===== config.mk =====
export PLATFORM = sky130hd
export DESIGN_NAME = fx2_fifo_reader_flat
export DESIGN_NICKNAME = d
export VERILOG_FILES = /design/src/rtl/fx2_pkg.sv /design/src/rtl/fx2_fifo_reader_if.sv /design/src/rtl/fx2_word_buf.sv /design/src/rtl/fx2_fifo_reader.sv /design/src/flat_wrapper.sv
export SDC_FILE = /design/constraint.sdc
export NUM_CORES = 1
export LEC_CHECK = 0
export CAP_MARGIN = 20
export CORE_ASPECT_RATIO = 1.25
export CORE_UTILIZATION = 50
export CTS_CLUSTER_DIAMETER = 60
export DETAILED_ROUTE_END_ITERATION = 7
export PLACE_DENSITY = 0.75
export SYNTH_ARGS = -nofsm -noshare
export SYNTH_HDL_FRONTEND = slang
export SYNTH_SLANG_ARGS = --single-unit

===== constraint.sdc =====
create_clock -name clk -period 2.2 [get_ports clk]
set_clock_uncertainty 0.1 [all_clocks]
set_input_delay 0.44 -clock clk [delete_from_list [all_inputs] [get_ports clk]]
set_output_delay 0.44 -clock clk [all_outputs]
set_load 0.005 [all_outputs]

===== src/rtl/fx2_pkg.sv =====
// fx2_pkg: shared types and constants for the FX2LP slave-FIFO reader.
// Holds the read FSM state type, endpoint FIFOADR codes and word geometry.
package fx2_pkg;

  typedef enum logic [1:0] {
    IDLE,
    OE,
    STROBE,
    GAP
  } fx2_rd_state_e;

  localparam logic [1:0] FX2_EP2_ADDR = 2'b00;
  localparam logic [1:0] FX2_EP6_ADDR = 2'b10;

  localparam int BYTES_PER_WORD = 4;

endpackage


===== src/rtl/fx2_fifo_reader_if.sv =====
// fx2_fifo_reader_if: FX2 pin bus plus the 32-bit valid/ready word stream.
// master = the reader, slave = FX2 endpoint and word consumer side.
interface fx2_fifo_reader_if;

  logic [7:0]  fd_i;
  logic        flagn_empty;
  logic        slrdn;
  logic        sloen;
  logic [1:0]  fifoadr;
  logic [31:0] out_data;
  logic        out_valid;
  logic        out_ready;

  modport master (
    input  fd_i,
    input  flagn_empty,
    output slrdn,
    output sloen,
    output fifoadr,
    output out_data,
    output out_valid,
    input  out_ready
  );

  modport slave (
    output fd_i,
    output flagn_empty,
    input  slrdn,
    input  sloen,
    input  fifoadr,
    input  out_data,
    input  out_valid,
    output out_ready
  );

endinterface


===== src/rtl/fx2_word_buf.sv =====
// fx2_word_buf: DEPTH x 32 shift-register FIFO, registered head and valid.
// Entry 0 is always the head, so out_data comes straight from a flop.
module fx2_word_buf #(
  parameter int DEPTH = 2
) (
  input  logic        clk,
  input  logic        reset,
  input  logic        flush,
  input  logic        push,
  input  logic [31:0] in_data,
  output logic        full,
  output logic [31:0] out_data,
  output logic        out_valid,
  input  logic        out_ready
);

  localparam int AW = $clog2(DEPTH);
  localparam int CW = $clog2(DEPTH + 1);

  logic [31:0]   q [DEPTH];
  logic [CW-1:0] cnt;
  logic [CW-1:0] cnt_nxt;
  logic [AW-1:0] widx;
  logic          pop;

  assign pop      = out_valid && out_ready;
  assign full     = (cnt == CW'(DEPTH));
  assign out_data = q[0];

  // Next fill level and the slot a push lands in after any shift.
  always_comb begin
    cnt_nxt = cnt + CW'(push) - CW'(pop);
    widx    = pop ? AW'(cnt - CW'(1)) : AW'(cnt);
  end

  // Shift on pop, write behind the last live entry on push.
  always_ff @(posedge clk) begin
    if (reset) begin
      cnt       <= '0;
      out_valid <= 1'b0;
      for (int i = 0; i < DEPTH; i++) q[i] <= '0;
    end else if (flush) begin
      cnt       <= '0;
      out_valid <= 1'b0;
    end else begin
      if (pop)
        for (int i = 0; i < DEPTH - 1; i++) q[i] <= q[i+1];
      if (push) q[widx] <= in_data;
      cnt       <= cnt_nxt;
      out_valid <= (cnt_nxt != '0);
    end
  end

endmodule


===== src/rtl/fx2_fifo_reader.sv =====
// fx2_fifo_reader: FX2LP slave-FIFO OUT reader, 4 FD bytes -> one I/Q word.
// Define FX2_RD_UNDERRUN_CNT_EN to add the underrun_cnt port and counter.
module fx2_fifo_reader
  import fx2_pkg::*;
#(
  parameter logic [1:0] FIFO_ADDR = FX2_EP6_ADDR,
  parameter int         BUF_DEPTH = 2
) (
  input  logic        clk,
  input  logic        reset,
  input  logic        en,
  input  logic        flush,
  input  logic        iq_swap,
`ifdef FX2_RD_UNDERRUN_CNT_EN
  output logic [15:0] underrun_cnt,
`endif
  fx2_fifo_reader_if.master bus
);

  localparam int BW = $clog2(BYTES_PER_WORD);

  fx2_rd_state_e state;
  logic [BW-1:0] bcnt;
  logic [23:0]   lo_q;
  logic          slrdn_q;
  logic          sloen_q;
  logic          push;
  logic          full;
  logic          go;
  logic [31:0]   buf_data;
  logic          buf_valid;

  assign go   = en && !full;
  assign push = (state == STROBE) &&
                (bcnt == BW'(BYTES_PER_WORD - 1));

  // Strobe sequencer: one byte per STROBE, a GAP cycle between strobes.
  always_ff @(posedge clk) begin
    if (reset || flush) begin
      state   <= IDLE;
      bcnt    <= '0;
      sloen_q <= 1'b1;
      slrdn_q <= 1'b1;
    end else begin
      unique case (state)
        IDLE: begin
          if (go) begin
            state   <= OE;
            sloen_q <= 1'b0;
          end
        end
        OE: begin
          if (bus.flagn_empty) begin
            state   <= STROBE;
            slrdn_q <= 1'b0;
          end else begin
            state <= GAP;
          end
        end
        STROBE: begin
          lo_q    <= {bus.fd_i, lo_q[23:8]};
          bcnt    <= bcnt + BW'(1);
          state   <= GAP;
          slrdn_q <= 1'b1;
        end
        GAP: begin
          if (bcnt != '0) begin
            if (bus.flagn_empty) begin
              state   <= STROBE;
              slrdn_q <= 1'b0;
            end
          end else if (!go) begin
            state   <= IDLE;
            sloen_q <= 1'b1;
          end else if (bus.flagn_empty) begin
            state   <= STROBE;
            slrdn_q <= 1'b0;
          end
        end
        default: begin
          state   <= IDLE;
          sloen_q <= 1'b1;
          slrdn_q <= 1'b1;
        end
      endcase
    end
  end

  fx2_word_buf #(
    .DEPTH(BUF_DEPTH)
  ) u_buf (
    .clk      (clk),
    .reset    (reset),
    .flush    (flush),
    .push     (push),
    .in_data  ({bus.fd_i, lo_q}),
    .full     (full),
    .out_data (buf_data),
    .out_valid(buf_valid),
    .out_ready(bus.out_ready)
  );

  assign bus.slrdn     = slrdn_q;
  assign bus.sloen     = sloen_q;
  assign bus.fifoadr   = FIFO_ADDR;
  assign bus.out_valid = buf_valid;
  assign bus.out_data  = iq_swap ?
                         {buf_data[15:0], buf_data[31:16]} :
                         buf_data;

`ifdef FX2_RD_UNDERRUN_CNT_EN
  // Saturating count of cycles the consumer starves while enabled.
  always_ff @(posedge clk) begin
    if (reset || flush)
      underrun_cnt <= '0;
    else if (en && bus.out_ready && !buf_valid &&
             underrun_cnt != 16'hFFFF)
      underrun_cnt <= underrun_cnt + 16'd1;
  end
`else
  // Build without underrun tracking: no counter, no port.
`endif

endmodule


===== src/flat_wrapper.sv =====
// flat-port wrapper written by rule: the top's interface ports become plain ports
module fx2_fifo_reader_flat import fx2_pkg::*;
#(
  parameter logic [1:0] FIFO_ADDR = FX2_EP6_ADDR,
  parameter int         BUF_DEPTH = 2
)
  (clk, reset, en, flush, iq_swap, bus_fd_i, bus_flagn_empty, bus_slrdn, bus_sloen, bus_fifoadr, bus_out_data, bus_out_valid, bus_out_ready);
  fx2_fifo_reader_if bus_i ();
  input  logic clk;
  input  logic reset;
  input  logic en;
  input  logic flush;
  input  logic iq_swap;
  input wire logic [$bits(bus_i.fd_i)-1:0] bus_fd_i;
  input wire logic [$bits(bus_i.flagn_empty)-1:0] bus_flagn_empty;
  output wire logic [$bits(bus_i.slrdn)-1:0] bus_slrdn;
  output wire logic [$bits(bus_i.sloen)-1:0] bus_sloen;
  output wire logic [$bits(bus_i.fifoadr)-1:0] bus_fifoadr;
  output wire logic [$bits(bus_i.out_data)-1:0] bus_out_data;
  output wire logic [$bits(bus_i.out_valid)-1:0] bus_out_valid;
  input wire logic [$bits(bus_i.out_ready)-1:0] bus_out_ready;
  assign bus_i.fd_i = bus_fd_i;
  assign bus_i.flagn_empty = bus_flagn_empty;
  assign bus_slrdn = bus_i.slrdn;
  assign bus_sloen = bus_i.sloen;
  assign bus_fifoadr = bus_i.fifoadr;
  assign bus_out_data = bus_i.out_data;
  assign bus_out_valid = bus_i.out_valid;
  assign bus_i.out_ready = bus_out_ready;
  fx2_fifo_reader #(.FIFO_ADDR(FIFO_ADDR), .BUF_DEPTH(BUF_DEPTH)) u_core (.clk(clk), .reset(reset), .en(en), .flush(flush), .iq_swap(iq_swap), .bus(bus_i));
endmodule

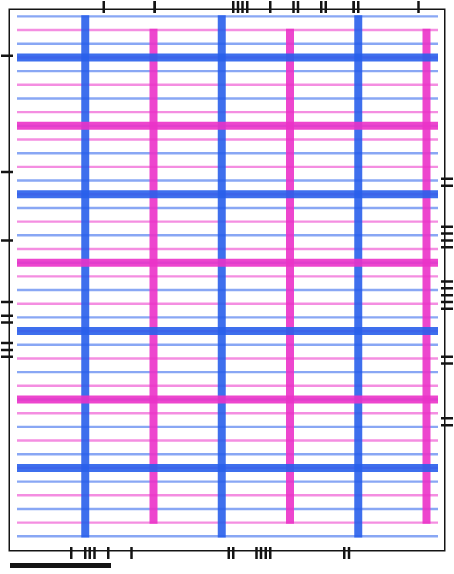
**Above:** supply network.
Bar = 20 microns. Pins as bars on the die edge.
Blue stands for VSS. Magenta stands for VDD.
7 straps on met5. 39 met1 rails follow the rows. 6 straps on met4. The core has 38 rows.
core outline area: 8650 sq um
Worst IR Drop VDD: 0.306 mV
Die Span Y: 107 microns
Die Wd: 86.3 microns

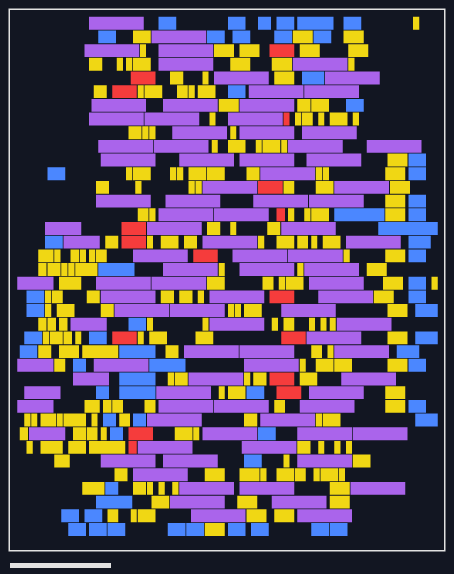
**Above:** cell classes on the final placement.
Bar = 20 microns.
Purple stands for flip-flops, cells 97. Yellow stands for all other logic, cells 211. Red stands for clock drivers and dummy loads, cells 16. Blue stands for other buffers and delay cells, cells 64.
Layout Utilization: 62.6%
number of rows in the core area: 38
sequential cell area share: 52.1%
Final Cell Area: 5420 sq um

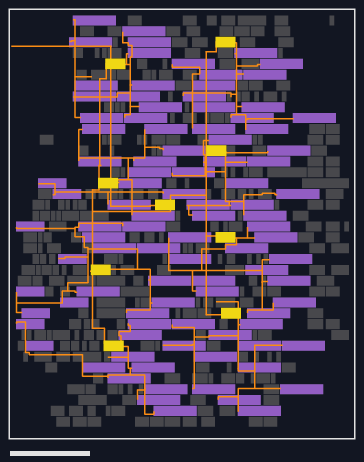
**Above:** clock distribution.
Bar = 20 microns.
Purple stands for flip-flops, count 97. Orange stands for clock wires, length 1040 microns. Yellow stands for cells driving clock nets, count 9.
There are 10 routed clock nets.
later-pin clock latency in the skew report: 0.36 ns
power in the clock group: 1.10 mW
Clock Power Share: 32.3%

==> impl_metrics.py <==
# Generated from Yosys and OpenROAD reports
metrics = {
    "cts": {
        "cts_root_buf": "clkbuf_8",
        "cts.htree.levels": 3,
        "number_of_buffers_added_by_the_clock_tree_synthesis_step": 9,
        "clk_pin_slew_worst_paths_ns": 0.08,
        "postCtsHoldBufs": 0,
        "cts.sinks": 97,
        "tritoncts": "yes",
        "cts_setup_buffers": 0,
        "ctsLongestPathBuffers": 2,
    },
    "critical_path": {
        "critical_path_required_ns": 1.66,
        "r2r-end": "u_core.u_buf.out_valid",
        "worstRegToRegCells": 8,
        "worstSetupStartpointType": "primary input",
        "worst_setup_path_end_kind": "output pin",
        "reg2reg_setup_slack_ns": 0.36,
        "timing_worst_setup_path_type": "in -> out",
        "rr_startpoint": "u_core.bcnt[0]",
        "critical_path.startpoint": "iq_swap",
        "end_point_of_the_critical_path": "bus_out_data[7]",
        "critPathArrivalTime_ns": 1.63,
        "worst-path-max-fanout": 8,
    },
    "sta": {
        "hold_slack_ns": 0.376,
        "report.final.setup_viol": 0,
        "timing.final.max_slew_violations": 0,
        "hold_violations_final": 0,
        "min_period_over_period_pct": 98.8,
        "post_route_setup_tns_ns": 0,
        "setup_slack_ns": 0.0270,
        "grt_setup_unrepaired": "no",
        "fmax_mhz": 460,
        "finalWorstPathRequiredPeriod_ns": 2.17,
    },
    "floorplan": {
        "top_level_ports": 52,
        "initial_utilization_pct": 51.3,
        "chip_area_sq_um": 9260,
    },
    "synthesis": {
        "ys_cells": 326,
        "synth.mux.area_fraction_pct": 15.3,
        "synth_area_sq_um": 4440,
        "synth.cellmix.compoundShare_pct": 2.06,
        "ys_chip_area_sq_um": 4440,
        "synthesis.instances": 326,
        "synth.cellmix.xorXnorShare_pct": 0.592,
        "synth.lib_cells_used.distinct": 36,
        "postSynthNetCount": 345,
        "yosys_most_used_dff": "edfxtp_1",
        "synth.comb.largest_family": "multiplexers",
        "ys_sh_adder_pct": 1.13,
        "ys_async_sr_fraction_pct": 0,
        "part_of_the_yosys_area_used_for_sequential_elements_pct": 63.6,
        "postSynthRegisterBits": 97,
        "yosysWarningCount": 0,
        "edf_count": 88,
        "syn_area_per_cell_sq_um": 13.6,
        "synth_simple_gate_area_share_pct": 11.2,
    },
    "detailed_routing": {
        "routed-via-count": 2513,
        "detailed_route_drc_error_count": 0,
        "antenna_left": 0,
        "firstDrtPassIters": 4,
        "drt_iter0_markers": 128,
        "wire_per_inst_microns": 14.9,
        "detail_route.wirelength_mm": 7.55,
        "via_per_inst": 4.95,
    },
    "flow_run": {
        "stage_log_warnings": 27,
        "drv_cap": 0,
    },
    "finish": {
        "ff_latch_area_sq_um": 2820,
        "nets": 402,
        "area.combinational_sq_um": 1360,
        "n_antenna_cell": 0,
        "fillers": 671,
        "layout-area-overhead-vs-synth_pct": 22.0,
        "drive_above_1_share_pct": 22.9,
    },
    "power": {
        "p_per_area_nw_per_um2": 629,
        "power.leakage_nw": 2.40,
    },
    "global_route": {
        "grt_pass1_wl_mm": 12.4,
        "grt_antenna_before_repair": 0,
        "global_route.overflow_total": 0,
        "globalRouteTotalUtil_pct": 18.1,
        "grt_start_max_net_pins": 33,
        "first_global_vias": 2519,
    },
    "min_path": {
        "min-delay-path-class": "reg -> reg",
    },
    "status": {
        "status": "complete, no violations",
    },
    "placement": {
        "dp_hpwl_mm": 4.74,
        "post-place-ws_ns": -0.354,
        "placement.io_buffers": 49,
        "finalWeightedCongestion": 0.774,
    },
}
[worst max-delay path, stage by stage]
cell and delay, ns:
buf_4 0.14, bufbuf_16 0.28, mux2_2 0.33, clkdlybuf4s50_1 0.44
[power by group]
| group | total, mW | internal [mW] | switching (mW) | leakage [nW] |
|---|---|---|---|---|
| registers | 2.06 | 2.04 | 0.0209 | 0.950 |
| clock network | 1.10 | 0.532 | 0.569 | 0.102 |
| logic | 0.244 | 0.152 | 0.0917 | 1.34 |
| total | 3.41 | 2.73 | 0.682 | 2.40 |
[logic make-up (layout without fill, tap and decap cells)]
logic type / Yosys count / after routing
adder cells (fa/ha/maj): 4 / 4
buffers and inverters: 56 / 118
multiplexers: 64 / 64
AND/OR/NAND/NOR: 88 / 88
flip-flops: 97 / 97
AND-OR/OR-AND: 12 / 12
XOR/XNOR: 3 / 3
other: 2 / 2
[synth_stat cells, types with 4 or more instances]
cell,n,share of area [%]
edfxtp_1,88,60
inv_1,38,3.2
nand2_1,37,3.1
mux2i_1,32,7.2
mux2_2,30,7.6
and2_2,21,3.6
and2_1,12,1.7
dfxtp_1,9,4.1
buf_2,6,0.68
nor2_1,6,0.51
a21oi_1,4,0.45
buf_6,4,1.0
ha_1,4,1.1
[worst min-delay path by stage]
stage                          startpoint               to  slack, ns  depth (start not counted)
after global placement    u_core.lo_q[21]  u_core.lo_q[13]       0.35                          0
after CTS                 u_core.lo_q[11]   u_core.lo_q[3]       0.38                          0
after floorplan           u_core.lo_q[18]  u_core.lo_q[10]       0.34                          0
after detailed placement  u_core.lo_q[11]   u_core.lo_q[3]       0.35                          0
final                     u_core.lo_q[11]   u_core.lo_q[3]       0.38                          0
after global routing      u_core.lo_q[11]   u_core.lo_q[3]       0.39                          0
[final cells by class]
class / instances / share of cell area, %
clock inverter: 2 / 0.185
clock buffer: 14 / 3.37
timing repair buffer: 64 / 13.8
sequential: 97 / 52.1
multi-input combinational: 173 / 25.1
inverter: 38 / 2.63
tap: 120 / 2.77
[what timing repair did]
item | 4_1_cts | 5_1_grt
setup endpoints to repair | 32 | 6
gates resized | 7 | 6
gates cloned | 2 | 0
[flip-flops by register name, summed over array words and instances, names as in the netlist]
register                cells
u_core.bcnt                 2
u_core.bus.sloen            1
u_core.bus.slrdn            1
u_core.lo_q                24
u_core.state                2
u_core.u_buf.cnt            2
u_core.u_buf.out_valid      1
u_core.u_buf.q             64
[cells in the final DEF, fill, tap and decap left out, types with 5 or more instances in the layout]
master / n
edfxtp_1: 88
clkdlybuf4s50_1: 42
inv_1: 38
nand2_1: 36
mux2i_1: 32
mux2_2: 30
and2_2: 21
clkbuf_8: 13
and2_1: 12
dfxtp_1: 9
buf_4: 7
buf_12: 7
dlymetal6s2s_1: 6
nor2_1: 5
[routing by layer]
layer,wire length (microns),GRT usage [%]
met1,3250,21.1
met3,187,2.53
met2,3950,32.0
met4,162,9.64
met5,0,0
[per-stage QoR]
stage                     total power [mW]  area (sq um)  cells
after floorplan                       2.20          4440    326
after global placement                2.33          5150    490
after detailed placement              2.34          5150    490
after CTS                             3.44          5400    508
after global routing                  3.52          5420    508
final                                 3.41          5420    508
Power figures rest on the tool's default switching activity, not on a simulated workload.
